[src/rtl/cayde_regfile_sb.sv]
// Register file with two combinational read ports, one write port, optional write-to-read
// bypass and a per-register busy scoreboard; storage is zeroed by a post-reset clear sequencer.
module cayde_regfile_sb #(
  parameter int unsigned XLEN     = 32,
  parameter int unsigned ADDR_W   = 5,
  parameter bit          ZERO_REG = 1'b1,
  parameter bit          BYPASS   = 1'b1
) (
  input  logic              clk,
  input  logic              rst,
  input  logic [ADDR_W-1:0] raddr_in1,
  input  logic [ADDR_W-1:0] raddr_in2,
  output logic [XLEN-1:0]   rdata_out1,
  output logic [XLEN-1:0]   rdata_out2,
  output logic              rbusy_out1,
  output logic              rbusy_out2,
  input  logic [ADDR_W-1:0] waddr_in,
  input  logic [XLEN-1:0]   wdata_in,
  input  logic              wen_in,
  input  logic              issue_en_in,
  input  logic [ADDR_W-1:0] issue_rd_in,
  output logic              ready_out
);

  localparam int unsigned NREGS = 2 ** ADDR_W;

  typedef enum logic {StClear, StRun} state_e;

  state_e            state_q, state_d;
  logic [ADDR_W-1:0] cnt_q, cnt_d;
  logic [NREGS-1:0]  busy_q, busy_d;
  logic [XLEN-1:0]   mem_q [NREGS];

  logic              mem_we;
  logic [ADDR_W-1:0] mem_wa;
  logic [XLEN-1:0]   mem_wd;
  logic              run;

  assign run       = (state_q == StRun);
  assign ready_out = run;

  always_comb begin
    state_d = state_q;
    cnt_d   = cnt_q;
    if (state_q == StClear) begin
      cnt_d = cnt_q + ADDR_W'(1);
      if (cnt_q == {ADDR_W{1'b1}}) begin
        state_d = StRun;
      end
    end
  end

  // Set is applied after clear so a same-cycle reissue keeps the register busy.
  always_comb begin
    busy_d = busy_q;
    if (run) begin
      if (wen_in) begin
        busy_d[waddr_in] = 1'b0;
      end
      if (issue_en_in) begin
        busy_d[issue_rd_in] = 1'b1;
      end
      if (ZERO_REG) begin
        busy_d[0] = 1'b0;
      end
    end
  end

  always_ff @(posedge clk) begin
    if (rst) begin
      state_q <= StClear;
      cnt_q   <= '0;
      busy_q  <= '0;
    end else begin
      state_q <= state_d;
      cnt_q   <= cnt_d;
      busy_q  <= busy_d;
    end
  end

  // Single write port shared by the clear sequencer and writeback; no reset on the array.
  always_comb begin
    mem_we = 1'b0;
    mem_wa = waddr_in;
    mem_wd = wdata_in;
    if (state_q == StClear) begin
      mem_we = 1'b1;
      mem_wa = cnt_q;
      mem_wd = '0;
    end else if (wen_in && !(ZERO_REG && (waddr_in == '0))) begin
      mem_we = 1'b1;
    end
  end

  always_ff @(posedge clk) begin
    if (mem_we) begin
      mem_q[mem_wa] <= mem_wd;
    end
  end

  logic [1:0][ADDR_W-1:0] raddr;
  logic [1:0][XLEN-1:0]   rdata;
  logic [1:0]             rbusy;

  assign raddr[0] = raddr_in1;
  assign raddr[1] = raddr_in2;

  for (genvar p = 0; p < 2; p++) begin : g_rd
    logic zero_hit;
    logic fwd_hit;

    assign zero_hit = ZERO_REG && (raddr[p] == '0);
    assign fwd_hit  = BYPASS && wen_in && (waddr_in == raddr[p]);
    assign rdata[p] = (!run || zero_hit) ? '0   : (fwd_hit ? wdata_in : mem_q[raddr[p]]);
    assign rbusy[p] = (!run || zero_hit) ? 1'b0 : (fwd_hit ? 1'b0     : busy_q[raddr[p]]);
  end

  assign rdata_out1 = rdata[0];
  assign rdata_out2 = rdata[1];
  assign rbusy_out1 = rbusy[0];
  assign rbusy_out2 = rbusy[1];

endmodule
[config.mk]
export PLATFORM = sky130hd
export DESIGN_NAME = cayde_regfile_sb
export DESIGN_NICKNAME = d
export VERILOG_FILES = /design/src/rtl/cayde_regfile_sb.sv
export SDC_FILE = /design/constraint.sdc
export NUM_CORES = 1
export LEC_CHECK = 0
export CORE_ASPECT_RATIO = 0.6
export CORE_MARGIN = 2
export CORE_UTILIZATION = 45
export CTS_BUF_LIST = sky130_fd_sc_hd__clkbuf_2 sky130_fd_sc_hd__clkbuf_4 sky130_fd_sc_hd__clkbuf_8
export DETAILED_ROUTE_END_ITERATION = 10
export GPL_TIMING_DRIVEN = 0
export PLACE_DENSITY = 0.59
export SLEW_MARGIN = 20
export SYNTH_ARGS = -nofsm -noshare
export SYNTH_HDL_FRONTEND = slang
export SYNTH_SLANG_ARGS = --single-unit
[constraint.sdc]
create_clock -name clk -period 4.9 [get_ports clk]
set_input_delay 0.49 -clock clk [delete_from_list [all_inputs] [get_ports clk]]
set_output_delay 0.49 -clock clk [all_outputs]
set_load 0.02 [all_outputs]
Signal wires on met4:
The bar under the picture is 100 µm long. Supply wires on this layer in gray.
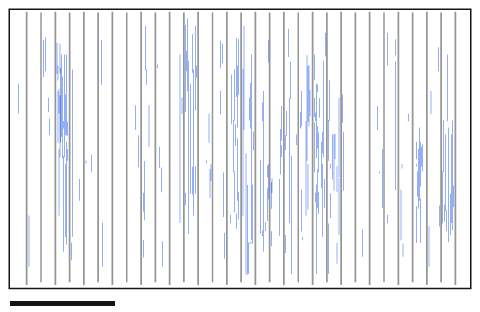
The layer carries 8140 µm of wire. The wires run mostly vertical. 130 nets have wire on it.
via count: 32200
total wire length: 187000 µm

The metal 3 layer:
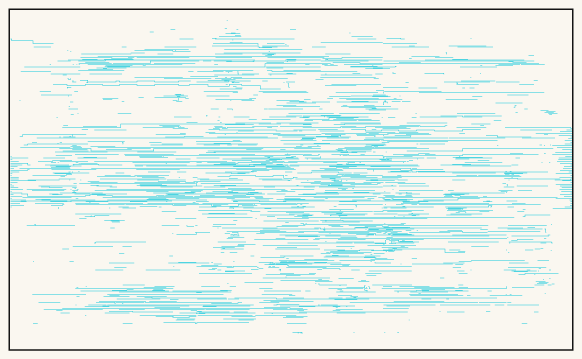
The layer carries 27.7 mm of wire. 645 nets have wire on it. The longest straight run is 187 µm.
GRT met3 Usage: 0.112

==> impl_metrics.yaml <==
# synthesis and place-and-route metrics
synth:
  yosys_warnings: 0
  ys_cells: 2672
  ys_ff: 1061
  floorplan.nets: 2730
  synth_area_leader_cell: "edfxtp_1"
  avgSynthCellArea_um2: 18.9
  most_common_cell: "edfxtp_1"
  synth.top_cell.area_share: 0.608
  synth_cells: 2672
  ys_async_sr_fraction: 0
  mappedNetlistArea_um2: 50600
  muxShareOfSynthArea: 0.272
  synth-simple-area-share: 0.0301
  edf_count: 1024
final_layout:
  nNetsFinal: 3066
  lay_top_count: "edfxtp_1"
  inverters: 6
  syn_to_final_growth_pct: 16.0
  seqCellArea_um2: 31500
  fin_area_um2: 58700
  most-common-layout-cells: "1024 x edfxtp_1, 527 x mux4_2, 182 x mux2i_1"
  buf_share: 0.0632
  largest_cell_class: "flip-flops and latches"
  nFillCells: 8863
  largest-register: "mem_q"
  layout-drive-gt1-share: 0.337
  seq_cells: 1061
  n_all_buffers: 396
critical_path:
  cp.arrival_ns: 4.58
  critPathRequiredTime_ns: 4.41
  crit_family: "buffers and inverters"
  reg2reg_from: "ready_out"
  critPathMaxFanout: 10
  startpoint_type: "primary input"
  crit_type: "in2out"
  rr_endpoint: "mem_q[17][3]"
  path_cells: "clkdlybuf4s50_1 > clkbuf_2 > clkbuf_1 > a211oi_1 > a211oi_1 > a211o_1 > clkdlybuf4s50_1"
  end_kind: "output pin"
  crit_buf_inv: 4
  cpPeakStageDelay_ns: 0.95
  startpoint: "raddr_in1[4]"
  reg2reg_setup_slack_ns: 0.74
global_routing:
  grt_usage: 0.323
  gr-max-usage-layer: "met1"
  grt_pass1_wl_um: 253000
  antenna_found_initial: 9
clock_tree:
  cts_tree: "built"
  clkSinkCount: 1061
  post-cts-setup-buffers: 0
  root_buffer: "clkbuf_8"
timing:
  timing.final.ws_setup_ns: -0.174
  timing.fmax_mhz: 197
  timing.hold.ws_ns: 0.187
  skew_ns: 0.0316
  period_needed_ns: 5.07
  finalSetupViolCount: 16
  hold_viol_final: 0
  finalCritPeriodShare: 1.04
  slew_headroom: 0.184
  worst_slew_pin_slew_ns: 1.22
power_and_ir_drop:
  largestPowerGroup: "sequential cells"
  p_switching_mw: 4.72
  p_sw_frac: 0.245
  p_leak_nw: 18.6
  vdd.ir_drop.worst_v: 0.000278
  combPwrFrac: 0.089
  internal_power_mw: 14.5
  p_clk_frac: 0.394
  power_density_nw_per_um2: 328
drt:
  post_drt_wl_per_cell_um: 40.2
  wirelength_met1_um: 75000
  drtIter0Drc: 5110
  wl_met2_um: 75800
placed_design:
  dpl.cell_count: 4347
  place_congestion: 0.943
  hpwl_um: 132000
run:
  cap_viol_max_count: 0
floorplan:
  die_y_um: 264
  core-area_um2: 112000
  n_tap_cell: 1503
  ios: 123
  rows: 95
outcome:
  status: "finished, violations left"
  violations: "setup timing"
worst_hold_path:
  hp-start: "rst"
  holdPathEnd: "busy_q[31]"
